**src/rtl/time_set_ctrl.sv**
```systemverilog
// Time-set controller: two debounced buttons drive a RUN -> SET_H -> SET_M edit of a BCD clock.
// Debounce stage present only when TIME_SET_DEBOUNCE_EN is defined; otherwise the synchronizer output is used directly.
module time_set_ctrl #(
    parameter int DEBOUNCE_CYCLES = 1000000,
    parameter int TIMEOUT_CYCLES  = 500000000
) (
    input  logic       clk,
    input  logic       reset,
    input  logic       btn_mode,
    input  logic       btn_inc,
    input  logic [7:0] time_h,
    input  logic [7:0] time_m,
    output logic [7:0] set_h,
    output logic [7:0] set_m,
    output logic       load_h,
    output logic       load_m,
    output logic       set_active,
    output logic [1:0] sel
);

    // State encoding equals the sel output, so sel doubles as the FSM debug view.
    localparam logic [1:0] ST_RUN   = 2'b00;
    localparam logic [1:0] ST_SET_H = 2'b01;
    localparam logic [1:0] ST_SET_M = 2'b10;

    localparam int TMO_W = (TIMEOUT_CYCLES > 1) ? $clog2(TIMEOUT_CYCLES) : 1;
    localparam logic [TMO_W-1:0] TMO_LAST = TMO_W'(TIMEOUT_CYCLES - 1);

    // Bit 0 = mode, bit 1 = inc; 1 means pressed throughout.
    logic [1:0] sync1_q, sync2_q;
    logic [1:0] level;
    logic [1:0] level_prev_q;
    logic [1:0] evt;
    logic       mode_evt, inc_evt;

    always_ff @(posedge clk or negedge reset) begin
        if (!reset) begin
            sync1_q <= 2'b00;
            sync2_q <= 2'b00;
        end else begin
            sync1_q <= {~btn_inc, ~btn_mode};
            sync2_q <= sync1_q;
        end
    end

`ifdef TIME_SET_DEBOUNCE_EN
    localparam int DB_W = (DEBOUNCE_CYCLES > 1) ? $clog2(DEBOUNCE_CYCLES) : 1;
    localparam logic [DB_W-1:0] DB_LAST = DB_W'(DEBOUNCE_CYCLES - 1);

    logic [1:0]            level_q;
    logic [1:0][DB_W-1:0]  db_cnt_q;

    // A sample equal to the accepted level restarts the count; DEBOUNCE_CYCLES differing samples in a row flip it.
    always_ff @(posedge clk or negedge reset) begin
        if (!reset) begin
            level_q  <= 2'b00;
            db_cnt_q <= '0;
        end else begin
            for (int i = 0; i < 2; i++) begin
                if (sync2_q[i] == level_q[i]) begin
                    db_cnt_q[i] <= '0;
                end else if (db_cnt_q[i] == DB_LAST) begin
                    level_q[i]  <= sync2_q[i];
                    db_cnt_q[i] <= '0;
                end else begin
                    db_cnt_q[i] <= db_cnt_q[i] + 1'b1;
                end
            end
        end
    end

    assign level = level_q;
`else
    assign level = sync2_q;
`endif

    always_ff @(posedge clk or negedge reset) begin
        if (!reset) begin
            level_prev_q <= 2'b00;
        end else begin
            level_prev_q <= level;
        end
    end

    assign evt      = level & ~level_prev_q;
    assign mode_evt = evt[0];
    assign inc_evt  = evt[1];

    // Out-of-range values (bad digits or beyond the wrap point) step to 00.
    function automatic logic [7:0] bcd_inc_h(input logic [7:0] v);
        if (v[3:0] > 4'd9 || v[7:4] > 4'd2 || (v[7:4] == 4'd2 && v[3:0] >= 4'd3)) begin
            return 8'h00;
        end else if (v[3:0] == 4'd9) begin
            return {v[7:4] + 4'd1, 4'd0};
        end else begin
            return {v[7:4], v[3:0] + 4'd1};
        end
    endfunction

    function automatic logic [7:0] bcd_inc_m(input logic [7:0] v);
        if (v[3:0] > 4'd9 || v[7:4] > 4'd5 || v == 8'h59) begin
            return 8'h00;
        end else if (v[3:0] == 4'd9) begin
            return {v[7:4] + 4'd1, 4'd0};
        end else begin
            return {v[7:4], v[3:0] + 4'd1};
        end
    endfunction

    logic [1:0]       state_q, state_d;
    logic [7:0]       set_h_q, set_h_d;
    logic [7:0]       set_m_q, set_m_d;
    logic             load_q, load_d;
    logic [TMO_W-1:0] tmo_q, tmo_d;

    // Mode has priority over inc; any event restarts the idle timeout.
    always_comb begin
        state_d = state_q;
        set_h_d = set_h_q;
        set_m_d = set_m_q;
        load_d  = 1'b0;
        tmo_d   = tmo_q;
        case (state_q)
            ST_RUN: begin
                tmo_d = '0;
                if (mode_evt) begin
                    set_h_d = time_h;
                    set_m_d = time_m;
                    state_d = ST_SET_H;
                end
            end
            ST_SET_H: begin
                if (mode_evt) begin
                    state_d = ST_SET_M;
                    tmo_d   = '0;
                end else if (inc_evt) begin
                    set_h_d = bcd_inc_h(set_h_q);
                    tmo_d   = '0;
                end else if (tmo_q == TMO_LAST) begin
                    state_d = ST_RUN;
                    tmo_d   = '0;
                end else begin
                    tmo_d = tmo_q + 1'b1;
                end
            end
            ST_SET_M: begin
                if (mode_evt) begin
                    load_d  = 1'b1;
                    state_d = ST_RUN;
                    tmo_d   = '0;
                end else if (inc_evt) begin
                    set_m_d = bcd_inc_m(set_m_q);
                    tmo_d   = '0;
                end else if (tmo_q == TMO_LAST) begin
                    state_d = ST_RUN;
                    tmo_d   = '0;
                end else begin
                    tmo_d = tmo_q + 1'b1;
                end
            end
            default: begin
                state_d = ST_RUN;
                tmo_d   = '0;
            end
        endcase
    end

    always_ff @(posedge clk or negedge reset) begin
        if (!reset) begin
            state_q <= ST_RUN;
            set_h_q <= 8'h00;
            set_m_q <= 8'h00;
            load_q  <= 1'b0;
            tmo_q   <= '0;
        end else begin
            state_q <= state_d;
            set_h_q <= set_h_d;
            set_m_q <= set_m_d;
            load_q  <= load_d;
            tmo_q   <= tmo_d;
        end
    end

    assign set_h      = set_h_q;
    assign set_m      = set_m_q;
    assign load_h     = load_q;
    assign load_m     = load_q;
    assign set_active = (state_q != ST_RUN);
    assign sel        = state_q;

endmodule

```
**config.mk**
```make
export PLATFORM = sky130hd
export DESIGN_NAME = time_set_ctrl
export DESIGN_NICKNAME = d
export VERILOG_FILES = /design/src/rtl/time_set_ctrl.sv
export SDC_FILE = /design/constraint.sdc
export NUM_CORES = 1
export LEC_CHECK = 0
export CORE_MARGIN = 2
export CORE_UTILIZATION = 45
export CTS_CLUSTER_DIAMETER = 150
export DETAILED_ROUTE_END_ITERATION = 16
export GPL_TIMING_DRIVEN = 0
export HOLD_SLACK_MARGIN = 0.03
export PLACE_DENSITY = 0.77
export SYNTH_ARGS = -nofsm -noshare
export SYNTH_HDL_FRONTEND = slang
export SYNTH_SLANG_ARGS = --single-unit
export TNS_END_PERCENT = 1
```
**constraint.sdc**
```tcl
create_clock -name clk -period 2.5 [get_ports clk]
set_input_delay 0.5 -clock clk [delete_from_list [all_inputs] [get_ports clk]]
set_output_delay 0.5 -clock clk [all_outputs]
set_load 0.1 [all_outputs]
```
==> run summary, run 1 <==
run results: Biggest register tmo_q, Port-buffer cells 40, WL per Instance 14.1 um, bufs w/o clock ~50, Rows 29, clk pwr 0.589 mW, Flop area 1370 um2, Pleak ~1.5 nW, Synth Seq Share 0.453, post-CTS resize count 5, Int Pwr 1.97 mW, Reg clk slew, reported paths 0.10 ns, Slew HR 0.353, top post-synthesis cells by count 54 x dfrtp_1, 43 x nor2_1, 24 x inv_1, CTS tree done, Root Driver clkbuf_8, EDFF count, synth 0, startpoint types register, Chip Width 85.4 um, Antenna Violating Nets Remaining 0, ys cells ~330, max-cap viol count 0, Final period util 0.987, FF-to-FF Start sel[1], first-pass iteration count of the detailed router 4, Critical R2R Capture set_h[6], Setup Fix Bufs, Post-CTS 0, routability cong. 0.840, cts hold-fix bufs 0, max reg flops 29, leading area contributor after synthesis dfrtp_1, synthesized instance count 327, top cells, area dfrtp_1 45%, nor2_1 5.4%, ha_1 4.2%, vias per inst 5.54, first-pass GRT wire length 10.7 mm, Final clock-cell share 0.0300, Critical Path RT around 2.8 ns, Syn. warnings 0, Flop Count approximately 54, Comb gates 238, Fmax between 400 and 500 MHz, ys flop type dfrtp_1, clock network power share 0.141, CP arrival 2.71 ns, status complete, no violations, TNS Setup 0 ns, Diodes inserted 0, fin area 3670 um2, largest net degree at the start of global routing 33, H-Tree Depth 2, NetSw 2.22 mW, Post-Syn Area 2980 um2, die height 85.4 um, initial antenna violation count 0, comb pwr ~2.3 mW, Tmin final 2.47 ns, fill count around 570, R2R setup slack 0.03 ns, number of DRC markers in iteration 0 112, count leader, synth dfrtp_1, crit end category register, DRC 0, PwrDens about 1100 nW/um2, Final #Nets just over 400, end point of the critical path set_h[6], core area 6390 um2, worst clock skew 0.00454 ns, Overflow after GRT 0, GRT Total Usage 0.181, end-of-flow core utilization 0.575, Max Slew Vio Count 0, logic area 1540 um2, Area leader share 0.453, crit-path max FO 5, Critical path origin sel[1], CTS Buf Count 5, R2R cell count 7, FFs w/ async S/R, synth 1.00, Post-DP HPWL 4.57 mm, Num Clock Sinks 54, P_seq 1.27 mW, clock buffers 6, Distinct cells, synth 56, Die Size 7290 um2, largest cell class by area multi-input combinational cells, Sequential Power Share 0.303, Inverters, non-clock 25, area delta synth->final 23.2%, count of tool warnings 34, Syn Area/Cell 9.12 um2, dpl cells around 450, Placed Area 3550 um2, Sw Share 0.530, RSZ-0062 raised after global routing true, # IOs 41, Main power group combinational logic, Hold Crit Class primary input to async pin, Final Setup Violations 0, share of cells above drive strength 1 0.0878, Net Count, Synth between 300 and 400, Setup Crit Path Kind register to register, Power, Total 4.19 mW, fraction of area in registers 0.371, number of global-route vias before repair around 2400, buffering overhead 0.127, worst-margin pin slew 0.968 ns, Peak supply drop approximately 940 uV, logic gate share of total power 0.556, Max Buffers Root-to-Sink 2, register bit total from synthesis between 50 and 60, n_taps between 70 and 80, Clk Latency, worst-skew pair 0.31 ns, Hold Fails Final Rpt 0, FP Core Util 0.467, Yosys chip area roughly 3000 um2
## run 1: layer usage
| layer | share of wire | up-vias | global-route usage | routed length [um] |
|---|---|---|---|---|
| met2 | 0.50 | 52 | 0.306 | 3190 |
| met1 | 0.46 | 1209 | 0.231 | 2920 |
| met3 | 0.037 | 2 | 0.0409 | 235 |
| met4 | 0.0038 | 0 | 0.0548 | 24 |
| li1 | - | 1247 | - | - |
| met5 | 0 | - | 0 | 0 |
## run 1: worst max-delay path, stage by stage, from the launching register on
cell and delay [ns]:
dfrtp_4 0.52, inv_4 0.08, ha_4 0.16, or3b_1 0.38, or3_4 0.35, or4_4 0.52, o32ai_2 0.21, a32o_1 0.19
## run 1: cell usage in the layout (no fill, tap or decap), drive strengths merged, types with 4 or more instances in the layout
| cell | instances |
|---|---|
| dfrtp | 54 |
| nand3 | 18 |
| nor2 | 43 |
| a21oi | 13 |
| a211oi | 4 |
| and3 | 7 |
| clkbuf | 15 |
| clkdlybuf4s50 | 32 |
| nor4 | 4 |
| dlymetal6s2s | 4 |
| nand2 | 19 |
| o21ai | 21 |
| xor2 | 10 |
| inv | 23 |
| nor2b | 6 |
| nand4 | 7 |
| ha | 10 |
| nor3 | 7 |
| xnor2 | 12 |
## run 1: cell families after synthesis
logic type / after synthesis / share of synthesized area
AOI/OAI and AO/OA: 66 / 0.144
DFF: 54 / 0.453
muxes: 3 / 0.0113
xor gates and xnor gates: 22 / 0.0646
and+or+nand+nor: 137 / 0.240
adders and majority gates: 10 / 0.0420
buffers and inverters: 35 / 0.0453
## run 1: per-stage QoR
step	hold slack, ns	setup WS, ns
5_1_grt	0.179	-0.114
6_report	0.163	0.0336
4_1_cts	0.172	0.000458
2_1_floorplan	0.204	-0.0241
3_5_place_dp	0.341	0.0167
3_3_place_gp	0.339	-1.04
### Met1 routing, run 1

Scale bar: 20 um. Supply wires on this layer in grey.
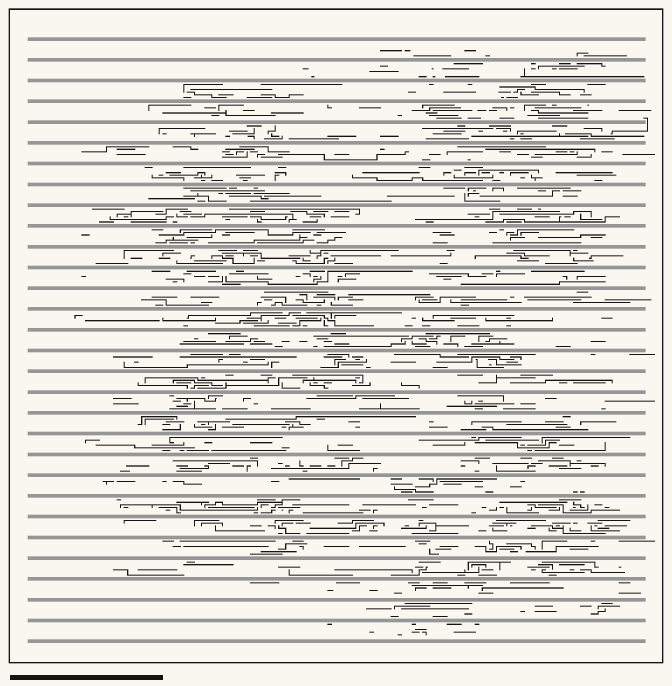
wire length on this layer: 2920 um
nets with wire on the layer: 362
main direction: horizontal
Vias: 2510
final WL: 6.37 mm

### Met2 routing, run 1

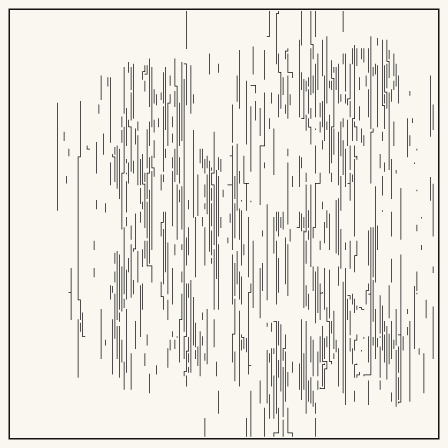
main direction: vertical
share of all routed wire: 50%
GR Util met2: 0.306

### Metal 3, run 1

Scale bar: 20 um. Cells faint in the background.
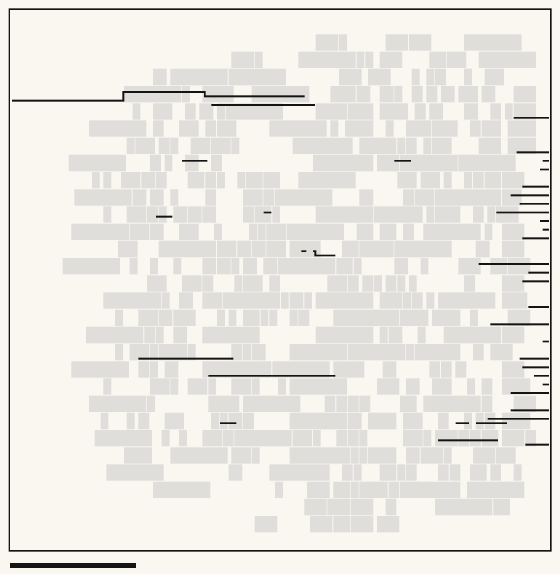
nets with wire on the layer: 35
wire length on this layer: 236 um
GR Layer Usage met3: 0.0409

### Selected gate families, run 1

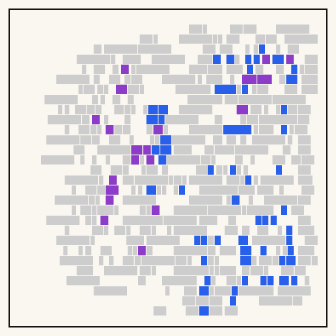
legend:
  blue:
    family: inverting AOI/OAI gates
    cells: 56
    most_used: o21ai_0
  purple:
    family: AND and OR gates
    cells: 20
    most_used: and3_1
fraction of area in multi-input gates: 0.418
final non-filler cell total: 453
most numerous logic cell after layout: dfrtp_1

### Clock wiring as the flow saved it, run 1

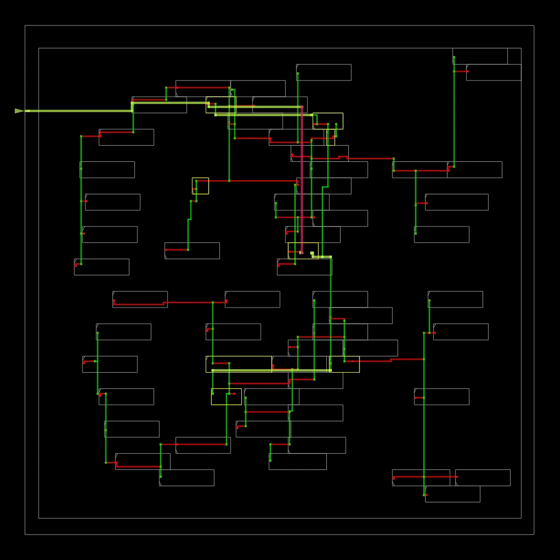

## Run 2: what changed since run 1
--- a/config.mk
+++ b/config.mk
@@ -6,4 +6,5 @@
 export NUM_CORES = 1
 export LEC_CHECK = 0
+export ABC_AREA = 1
 export CORE_MARGIN = 2
 export CORE_UTILIZATION = 45
@@ -12,5 +13,5 @@
 export GPL_TIMING_DRIVEN = 0
 export HOLD_SLACK_MARGIN = 0.03
-export PLACE_DENSITY = 0.77
+export PLACE_DENSITY = 0.76
 export SYNTH_ARGS = -nofsm -noshare
 export SYNTH_HDL_FRONTEND = slang
==> constraint.sdc (replaced) <==
create_clock -name clk -period 2.5 [get_ports clk]
set_input_delay 0.5 -clock clk [delete_from_list [all_inputs] [get_ports clk]]
set_output_delay 0.5 -clock clk [all_outputs]
set_load 0.01 [all_outputs]
### Clock wiring as the flow saved it, run 2

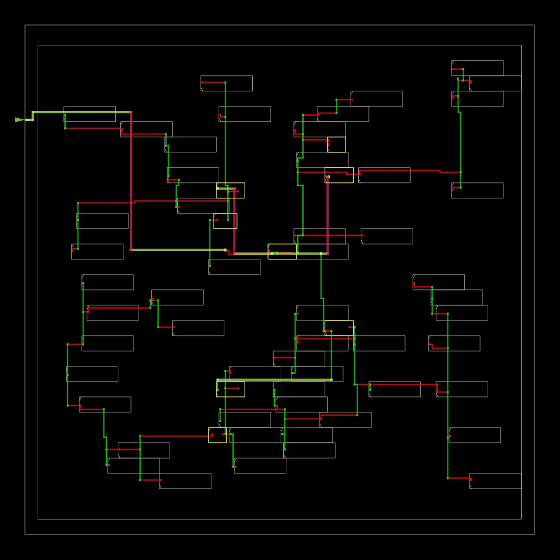
CTS Buf Count: 5
Flop Count: 54

==> run summary, run 2 <==
run results: first-pass iteration count of the detailed router 6, Peak supply drop 256 uV, initial antenna violation count 0, RSZ-0062 raised after global routing false, die height 90.6 um, Num Clock Sinks 54, area delta synth->final 18.9%, Fmax 425 MHz, Clk Latency, worst-skew pair around 0.32 ns, crit-path max FO 6, Top cells excl fill/tap 130 x nand2_1, 97 x nor2_1, 65 x inv_1, 54 x dfrtp_1, 39 x clkdlybuf4s50_1, Chip Width 90.6 um, PwrDens between 800 and 900 nW/um2, Critical path origin sel[1], Biggest register tmo_q, Critical R2R Capture set_h[6], most frequent CP cell inv_1, Root Driver clkbuf_8, Post-DP HPWL ~5.7 mm, Adder Area Share 0.0370, Synth Seq Share 0.400, GRT Total Usage 0.190, Net Count, Synth 510, top cells, area dfrtp_1 40%, nand2_1 14%, nor2_1 11%, DRC 0, crit end category output port, Simple-Gate Fraction of Synth Area 0.378, Hold WS between 0.1 and 0.15 ns, Max Buffers Root-to-Sink 2, Vias 3126, Die Size 8220 um2, fill count 692, Pleak 1.89 nW, Reg clk slew, reported paths ~0.11 ns, # IOs 41, status complete, no violations, Critical Path RT 2.00 ns, R2R setup slack 0.59 ns, Post-Syn Area 3380 um2, register bit total from synthesis 54, CP arrival 1.85 ns, Rows 31, largest net degree at the start of global routing 35, crit path cell chain inv_1, ha_1, inv_1, clkdlybuf4s50_1, Final #Nets 558, Mux area share 0, worst-margin pin slew 0.514 ns, yosys xor share 0.0233, Slew HR 0.658, FF-to-FF Start sel[1], Max Slew Vio Count 0, Main logic family simple AND/OR/NAND/NOR gates, ys flop type dfrtp_1, Slowest cell on crit path clkdlybuf4s50_1, FFs w/ async S/R, synth 1.00, Antenna Violating Nets Remaining 0, Hold Fails Final Rpt 0, share of cells above drive strength 1 0.0813, cts hold-fix bufs 0, startpoint types register, Syn Area/Cell 7.04 um2, EDFF count, synth 0, final non-filler cell total approximately 630, dpl cells 620, WL per Instance between 10 and 15 um, synthesized instance count 480, routability cong. ~0.88, core area 7250 um2, count leader, synth nand2_1
run 2: cell types whose count changed after synthesis, moves of 6 or more:
cell and delta:
and3_1 -6, clkbuf_1 -9, inv_1 +41, nand2_1 +111, nand3_1 +7, nor2_1 +54, nor2_2 +6, nor2b_1 -6
xnor2_1 -10
run 2: layer usage:
metal	track usage	part of all wire
met1	0.241	0.45
met2	0.333	0.49
met3	0.0376	0.049
met4	0.0423	0.010
met5	0	0
run 2: cell type report:
class | count | area (um2) | share of cell area
Multi-Input combinational cell | 352 | 1730 | 0.431
Inverter | 70 | 263 | 0.0654
Clock inverter | 3 | 28.8 | 0.00717
Clock buffer | 5 | 68.8 | 0.0171
Tap cell | 99 | 124 | 0.0309
Buffer | 4 | 35.0 | 0.00873
Sequential cell | 54 | 1350 | 0.337
Timing Repair Buffer | 41 | 415 | 0.103
run 2: critical path, delay by kind of cell, from the launching register on:
family                     cells  cell delay (ns)
DFF                            1             0.46
adders and majority gates      1             0.22
buffers and inverters          3             0.86
run 2: per-stage QoR:
stage | worst slack (ns) | TNS, ns | utilization | power [mW] | instance area, um2
finish | 0.147 | 0 | 0.554 | 3.47 | 4020
global route | 0.00944 | 0 | 0.554 | 3.77 | 4020
CTS | 0.140 | 0 | 0.554 | 3.49 | 4020
detailed placement | 0.510 | 0 | 0.540 | 2.95 | 3920
global placement | -0.766 | -41.24 | 0.538 | 2.87 | 3900
floorplan | 0.874 | 0 | - | 2.31 | 3380
run 2: report_power, final:
group | switching, mW | leakage (nW) | internal (mW)
Combinational | 0.986 | 1.13 | 0.708
Sequential | 0.199 | 0.705 | 1.04
Clock | 0.325 | 0.0506 | 0.210
### Metal 3, run 2

Scale bar: 20 um. Cells faint in the background.
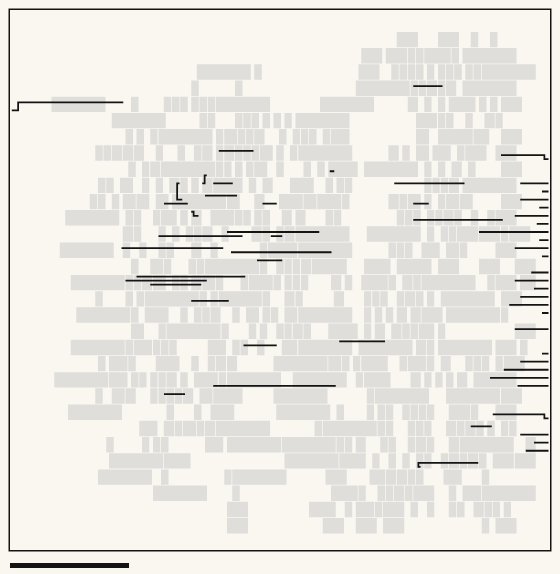

## Run 3: what changed since run 2
- MAX_ROUTING_LAYER: unset -> met4
### Metal 3, run 3

Scale bar: 20 um. Cells faint in the background.
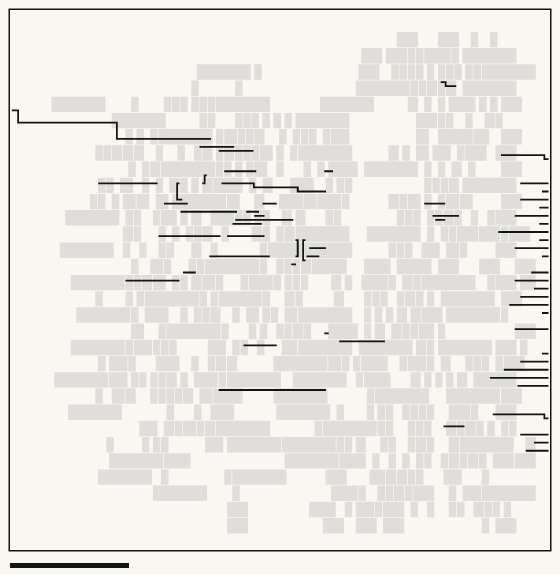
share of all routed wire: 4.5%
main direction: horizontal
longest straight run: 17.7 um
final WL: 7.31 mm
GR Layer Usage met3: 0.0376
Vias: 3142

==> run summary, run 3 <==
run results: startpoint types register, count of tool warnings 32, Final period util 0.940, Net Count, Synth a little over 500, dpl ws approximately 0.51 ns, Placed Area roughly 3900 um2, WL per Instance ~12 um, Biggest register tmo_q, Post-DP HPWL 5.69 mm, leading area contributor after synthesis dfrtp_1, Hold WS approximately 0.13 ns, TNS Setup 0 ns, Syn. warnings 0, crit path cell chain inv_1, ha_1, inv_1, clkdlybuf4s50_1, FFs w/ async S/R, synth 1.00, Syn Area/Cell 7.04 um2, Overflow after GRT 0, RSZ-0062 raised after global routing false, max-cap viol count 0, ys cells approximately 480, H-Tree Depth 2, routability cong. 0.896, Final WS setup 0.150 ns, post-CTS resize count 0, peak per-stage delay on the critical path 0.58 ns, Die Size 8220 um2, share of cells above drive strength 1 0.0813, top post-synthesis cells by count 130 x nand2_1, 97 x nor2_1, 65 x inv_1, vias per inst approximately 5.0, Slew HR 0.658, initial antenna violation count 0, Chip Width roughly 91 um, die height 90.6 um, crit-path max FO 6, Area leader share 0.400, final non-filler cell total 628, first-pass iteration count of the detailed router 5, first-pass GRT wire length 13.1 mm, area delta synth->final 18.9%, Clk Latency, worst-skew pair 0.32 ns, Tmin final about 2.4 ns, CTS tree done, Num Clock Sinks 54, worst-margin pin slew 0.513 ns, # IOs roughly 41, Top delay family on crit path buffers and inverters, Peak supply drop 255 uV, Reg clk slew, reported paths ~0.11 ns, EDFF count, synth 0, Port-buffer cells approximately 40, count leader, synth nand2_1, worst clock skew 0.00819 ns, largest net degree at the start of global routing 35, Final Setup Violations 0, end-of-flow core utilization 0.554, PwrDens 861 nW/um2, max reg flops 29, Root Driver clkbuf_8, Pleak 1.89 nW, Slowest cell on crit path clkdlybuf4s50_1, GRT Total Usage 0.195, Post-Syn Area about 3400 um2, top cells, area dfrtp_1 40%, nand2_1 14%, nor2_1 11%, Setup Fix Bufs, Post-CTS 0, crit end category output port, most numerous logic cell after layout nand2_1, Top cells excl fill/tap 130 x nand2_1, 97 x nor2_1, 65 x inv_1, 54 x dfrtp_1, 39 x clkdlybuf4s50_1, cts hold-fix bufs 0, CTS Buf Count 5, most frequent CP cell inv_1, Yosys chip area 3380 um2, Antenna Violating Nets Remaining 0, Hold Crit Class primary input to async pin, dpl cells 620, Max Slew Vio Count 0, Synth Seq Share 0.400, Max Buffers Root-to-Sink 2, status complete, no violations, Fmax 425 MHz, fin area 4020 um2, number of DRC markers in iteration 0 120, Rows 31, Power, Total about 3.5 mW, FP Core Util 0.466, DRC 0, Setup Crit Path Kind register to output port, Distinct cells, synth 33, Diodes inserted 0, CP arrival 1.85 ns, Final #Nets around 560, register bit total from synthesis 54, number of global-route vias before repair 2982, core area 7250 um2, synthesized instance count 480, CP bufs+invs 3, Critical Path RT 2.00 ns, ys flop type dfrtp_1, Hold Fails Final Rpt 0
[run 3: cell counts in the layout (fill, tap and decap cells not counted)]
No cell type changed its count.
[run 3: final cells by class]
cell class                      count  area, um2
Sequential cell                    54       1350
Inverter                           70        263
Fill cell                         692       3240
Buffer                              4       35.0
Clock inverter                      3       28.8
Multi-Input combinational cell    352       1730
Tap cell                           99        124
Clock buffer                        5       68.8
Timing Repair Buffer               41        415
[run 3: final timing paths]
| kind | from | end | slack, ns | cells past startpoint |
|---|---|---|---|---|
| setup / recovery | sel[1] | set_active | 0.15 | 4 |
| hold / removal | reset | set_m[2] | 0.13 | 1 |
| setup reg to reg | sel[1] | set_h[6] | 0.59 | 9 |
| hold reg to reg | sync1_q[0] | level[0] | 0.36 | 0 |
| max in group asynchronous | reset | tmo_q[0] | 1.81 | 2 |
| min in group clk | sync1_q[0] | level[0] | 0.36 | 0 |
[run 3: metal layers]
metal,global-route usage,up-vias,part of all wire
met5,-,-,0
met4,0.0423,0,0.012
met1,0.241,1462,0.45
met3,0.0376,11,0.045
li1,-,1582,-
met2,0.334,87,0.49
[run 3: cell families (layout without fill, tap and decap cells)]
| kind of cell | count (synthesis) | after routing | synth area share |
|---|---|---|---|
| AND/OR/NAND/NOR | 292 | 292 | 0.378 |
| buffers and inverters | 74 | 123 | 0.0881 |
| flip-flops | 54 | 54 | 0.400 |
| AND-OR/OR-AND | 41 | 41 | 0.0733 |
| adder cells (fa/ha/maj) | 10 | 10 | 0.0370 |
| XOR/XNOR | 9 | 9 | 0.0233 |
[run 3: where the power goes]
part / switching (mW) / leakage, nW / total, mW / internal (mW)
clock: 0.318 / 0.0506 / 0.529 / 0.210
combinational: 0.984 / 1.13 / 1.69 / 0.708
sequential: 0.199 / 0.705 / 1.24 / 1.04
Power is estimated from default activity; no workload was simulated.
